$ cat config.mk
export PLATFORM = sky130hd
export DESIGN_NAME = sdram_arbiter
export DESIGN_NICKNAME = d
export VERILOG_FILES = /design/src/rtl/sdram_arbiter.sv
export SDC_FILE = /design/constraint.sdc
export NUM_CORES = 1
export LEC_CHECK = 0
export ABC_CLOCK_PERIOD_IN_PS = 4600
export CORE_ASPECT_RATIO = 2
export CORE_MARGIN = 2
export CORE_UTILIZATION = 28
export DETAILED_ROUTE_END_ITERATION = 16
export GPL_TIMING_DRIVEN = 0
export PLACE_DENSITY_LB_ADDON = 0.15
export SLEW_MARGIN = 20
export SYNTH_ARGS = -nofsm -noshare
export SYNTH_HDL_FRONTEND = slang
export SYNTH_SLANG_ARGS = --single-unit
$ cat constraint.sdc
create_clock -name i_clk -period 4.6 [get_ports i_clk]
set_input_delay 1.15 -clock i_clk [delete_from_list [all_inputs] [get_ports i_clk]]
set_output_delay 1.15 -clock i_clk [all_outputs]
set_load 0.01 [all_outputs]
$ cat src/rtl/sdram_arbiter.sv
// Three-client round-robin arbiter in front of an Avalon-style SDRAM controller port.
// One transaction in flight at a time; a read that never returns is timed out and drained.
module sdram_arbiter #(
  parameter int unsigned TIMEOUT = 255
) (
  input  logic        i_clk,
  input  logic        i_rst,
  input  logic [2:0]  cl_read,
  input  logic [2:0]  cl_write,
  input  logic [22:0] cl_addr      [2:0],
  input  logic [15:0] cl_writedata [2:0],
  output logic [15:0] cl_readdata,
  output logic [2:0]  cl_finished,
  output logic [22:0] sdram_addr,
  output logic        sdram_read,
  output logic        sdram_write,
  output logic [15:0] sdram_writedata,
  input  logic [15:0] sdram_readdata,
  input  logic        sdram_readdatavalid,
  input  logic        sdram_waitrequest,
  output logic        busy,
  output logic [1:0]  grant_id,
  output logic        err_timeout
);

  localparam int unsigned CW = $clog2(TIMEOUT + 1);
  localparam logic [CW-1:0] LAST = CW'(TIMEOUT - 1);

  typedef enum logic [2:0] {
    StIdle,
    StIssue,
    StWaitRd,
    StDone,
    StRecover
  } state_e;

  state_e        state;
  logic [1:0]    last_grant;
  logic [CW-1:0] cnt;
  logic          recover_flag;

  logic [2:0] req;
  logic [1:0] c0, c1, c2;
  logic [1:0] winner;

  // Priority order starts just after the previous winner.
  always_comb begin
    req = cl_read | cl_write;
    case (last_grant)
      2'd0:    begin c0 = 2'd1; c1 = 2'd2; c2 = 2'd0; end
      2'd1:    begin c0 = 2'd2; c1 = 2'd0; c2 = 2'd1; end
      default: begin c0 = 2'd0; c1 = 2'd1; c2 = 2'd2; end
    endcase
    if (req[c0])      winner = c0;
    else if (req[c1]) winner = c1;
    else              winner = c2;
  end

  always_ff @(posedge i_clk) begin
    if (i_rst) begin
      state           <= StIdle;
      last_grant      <= 2'd2;
      cnt             <= '0;
      recover_flag    <= 1'b0;
      cl_readdata     <= 16'h0000;
      cl_finished     <= 3'b000;
      sdram_addr      <= 23'h0;
      sdram_read      <= 1'b0;
      sdram_write     <= 1'b0;
      sdram_writedata <= 16'h0000;
      busy            <= 1'b0;
      grant_id        <= 2'd0;
      err_timeout     <= 1'b0;
    end else begin
      cl_finished <= 3'b000;
      case (state)
        StIdle: begin
          if (|req) begin
            grant_id        <= winner;
            last_grant      <= winner;
            sdram_addr      <= cl_addr[winner];
            sdram_writedata <= cl_writedata[winner];
            // Write wins when a client raises both strobes.
            sdram_write     <= cl_write[winner];
            sdram_read      <= ~cl_write[winner];
            busy            <= 1'b1;
            state           <= StIssue;
          end
        end
        StIssue: begin
          if (!sdram_waitrequest) begin
            sdram_read  <= 1'b0;
            sdram_write <= 1'b0;
            cnt         <= '0;
            if (sdram_write) begin
              cl_finished <= 3'b001 << grant_id;
              state       <= StDone;
            end else begin
              state <= StWaitRd;
            end
          end
        end
        StWaitRd: begin
          if (sdram_readdatavalid) begin
            cl_readdata <= sdram_readdata;
            cl_finished <= 3'b001 << grant_id;
            state       <= StDone;
          end else if (cnt == LAST) begin
            cl_readdata  <= 16'h0000;
            err_timeout  <= 1'b1;
            recover_flag <= 1'b1;
            cl_finished  <= 3'b001 << grant_id;
            state        <= StDone;
          end else begin
            cnt <= cnt + 1'b1;
          end
        end
        StDone: begin
          cnt          <= '0;
          recover_flag <= 1'b0;
          if (recover_flag) begin
            state <= StRecover;
          end else begin
            busy  <= 1'b0;
            state <= StIdle;
          end
        end
        StRecover: begin
          // Swallow the late return of the timed-out read, if it ever comes.
          if (sdram_readdatavalid || cnt == LAST) begin
            busy  <= 1'b0;
            state <= StIdle;
          end else begin
            cnt <= cnt + 1'b1;
          end
        end
        default: begin
          busy  <= 1'b0;
          state <= StIdle;
        end
      endcase
    end
  end

endmodule

==> impl_metrics.tcl, run 1 <==
# collected from the flow reports
set metrics [dict create \
    status "finished clean" \
    lay_top_count "clkdlybuf4s50_1" \
    final_cells 731 \
    finalSetupTns_ns 0 \
    antenna_found_initial 0 \
    drc 0 \
    yosys_cells 363 \
    die_area_um2 13400 \
    io_buffers 205 \
    fp_util_pct 28.7 \
    reg.largest.list "sdram_addr (23), cl_readdata (16), sdram_writedata (16)" \
    place_area_um2 5730 \
    arrival_ns 3.25 \
    antenna_left 0 \
    buffer_area_share_pct 36.5 \
    finalPower_mw 1.98 \
    p_seq_share_pct 39.1 \
    worstReg2RegStart "grant_id[0]" \
    dp.cells 715 \
    grt_pass1_vias 3740 \
    hold_depth 2 \
    skew_ns 0.0105 \
    top_area_share_pct 44.1 \
    slew_headroom_pct 55.4 \
    ys_types 53 \
    synthTopCellsByCount "dfxtp_1 (77), o21ai_0 (47), mux2i_1 (41)" \
    nClkBuffers 9 \
    viasPerCell 5.05 \
    top_area_cell "dfxtp_1" \
    rr_worst_depth 6 \
    cts_root_buf "clkbuf_16" \
    synth_area_per_cell_um2 9.63 \
    maxPowerGroup "sequential cells" \
    period_minus_slack_ns 3.03 \
    clockPowerShare_pct 34.9 \
    worst-slew-pin-transition_ns 0.667 \
    period_used_pct 65.9 \
    die_x_um 83.0 \
    holdCritStartpoint "cnt[5]" \
    wl_met2_um 6740 \
    clockBufferDepth 2 \
    yosysWarningCount 0 \
    cts_resized 0 \
    largest_cell_class "buffers" \
    h-tree-depth 3 \
    p_leak_nw 2.21 \
    yosys.stat.seqShare_pct 44.1 \
]
## run 1: worst max-delay path, stage by stage
cell             delay [ns]
clkdlybuf4s50_1        0.50
nor4_1                 0.59
o21ai_0                0.18
nand3b_1               0.19
clkbuf_2               0.26
clkbuf_2               0.25
o21ai_0                0.12
## run 1: cells by family (layout without fill, tap and decap cells)
family / after synthesis / in the layout / share of synthesized area [%]
adders and majority gates: 2 / 2 / 0.716
xor gates and xnor gates: 1 / 1 / 0.251
DFF: 77 / 77 / 44.1
muxes: 41 / 41 / 11.7
AOI/OAI and AO/OA: 139 / 139 / 27.0
buffers and inverters: 31 / 252 / 4.55
and+or+nand+nor: 72 / 72 / 11.7
run_1/placed.png
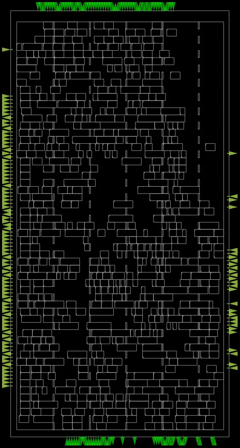
TAP cells: 147
Rows: 57

run_1/ff_map.png
Other sequential cells in the stronger gray, the rest of the logic in the fainter gray.
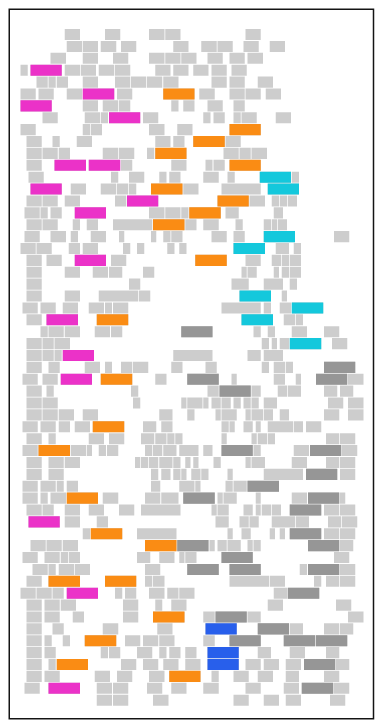
| name in the netlist | color | sequential cells |
|---|---|---|
| cnt | cyan | 8 |
| sdram_addr | orange | 23 |
| cl_finished | blue | 3 |
| sdram_writedata | magenta | 16 |
not colored: 27
register area: 1540 um2
final core utilization: 49.4%
Seq power: 0.772 mW
fraction of area in registers: 25.6%

run_1/route_heat.png
The bar under the picture is 20 um long. 17 x 32 tiles, from black (low) to pale yellow (high), scaled to the fullest tile. Values are wire area over tile area, all layers added.
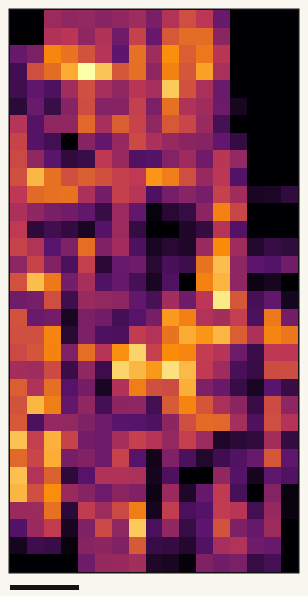
densest ninth of the die: top center
tiles over half the peak: 28%
fullest tile: 0.40
emptiest ninth of the die: upper right
routed vias: 3691
overall routing resource usage: 17.3%
overall routed net length: 11900 um
routed wire length per instance: 16.3 um

==> run 1 -> run 2 <==
--- a/config.mk
+++ b/config.mk
@@ -5,7 +5,7 @@
 export SDC_FILE = /design/constraint.sdc
 export NUM_CORES = 1
 export LEC_CHECK = 0
-export ABC_CLOCK_PERIOD_IN_PS = 4600
+export ABC_CLOCK_PERIOD_IN_PS = 3200
 export CORE_ASPECT_RATIO = 2
 export CORE_MARGIN = 2
 export CORE_UTILIZATION = 28
==> constraint.sdc (replaced) <==
create_clock -name i_clk -period 3.2 [get_ports i_clk]
set_input_delay 0.8 -clock i_clk [delete_from_list [all_inputs] [get_ports i_clk]]
set_output_delay 0.8 -clock i_clk [all_outputs]
set_load 0.01 [all_outputs]
==> impl_metrics.tcl, run 2 <==
# collected from the flow reports
set metrics [dict create \
    status "finished clean" \
    cts.sinks 77 \
    p_leak_nw 2.21 \
    yosysWarningCount 0 \
    antenna_found_initial 0 \
    cts_root_buf "clkbuf_16" \
    fp_util_pct 28.7 \
    top_area_cell "dfxtp_1" \
    final_cells 731 \
    dp.cells 715 \
    sh_seq_area_pct 25.6 \
    yosys_cells 363 \
    synthMuxAreaShare_pct 11.7 \
    logic_family "AND-OR/OR-AND gates" \
    path_cells "clkdlybuf4s50_1 -> nor4_1 -> o21ai_0 -> nand3b_1 -> clkbuf_2 -> clkbuf_2 -> o21ai_0" \
    clockBufferDepth 2 \
    taps 147 \
    ys_types 53 \
    hold_violations 0 \
    largest_cell_class "buffers" \
    synth-simple-area-share_pct 11.7 \
    cts_resized 0 \
    drc 0 \
    nClkBuffers 9 \
    h-tree-depth 3 \
    worst-slew-pin-transition_ns 0.667 \
    yosys.stat.seqShare_pct 44.1 \
    die_x_um 83.0 \
    finalPower_mw 2.84 \
    ys_sh_xor_pct 0.251 \
    skew_ns 0.0105 \
    io_buffers 205 \
    slew_headroom_pct 55.4 \
    lay_top_count "clkdlybuf4s50_1" \
    slowest_stage "nor4_1" \
    vias 3691 \
    finalSetupTns_ns 0 \
    synthTopCellsByCount "dfxtp_1 (77), o21ai_0 (47), mux2i_1 (41)" \
    ys_sh_adder_pct 0.716 \
    grt_pass1_vias 3740 \
    die_area_um2 13400 \
    period_used_pct 83.8 \
    arrival_ns 2.90 \
    maxPowerGroup "sequential cells" \
    period_minus_slack_ns 2.68 \
    reg.largest.list "sdram_addr (23), cl_readdata (16), sdram_writedata (16)" \
    p_seq_share_pct 39.1 \
]
-- run 2: worst paths after layout --
path,startpoint,endpoint,slack (ns),cells past startpoint
max reg2reg,grant_id[0],sdram_writedata[13],1.16,6
max,cl_write[1],sdram_writedata[13],0.52,7
min reg2reg,cnt[5],cnt[5],0.47,2
min,cnt[5],cnt[5],0.47,2
-- run 2: per-layer routing --
layer | vias to the layer above | share of wire [%] | global-route usage [%]
li1 | 1823 | - | -
met1 | 1713 | 34 | 16.2
met2 | 141 | 57 | 33.1
met3 | 14 | 6.9 | 5.84
met4 | 0 | 2.0 | 7.53
met5 | - | 0 | 0
-- run 2: worst max-delay path, delay by kind of cell --
family | cells | cell delay, ns
compound gates | 2 | 0.30
buf+inv | 3 | 1.01
simple gates | 2 | 0.78
run_2/class_map.png
Fill, decap, tap and diode cells in gray.
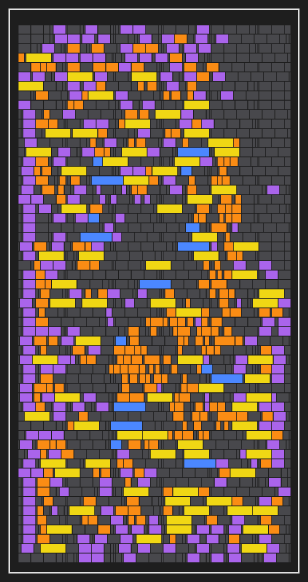
| class | color | cells | share of their area |
|---|---|---|---|
| clock drivers and dummy loads | blue | 16 | 4.9% |
| remaining buffers and delay cells | purple | 233 | 38% |
| remaining logic cells | orange | 258 | 31% |
| registers | yellow | 77 | 26% |

Power figures rest on the tool's default switching activity, not on a simulated workload.
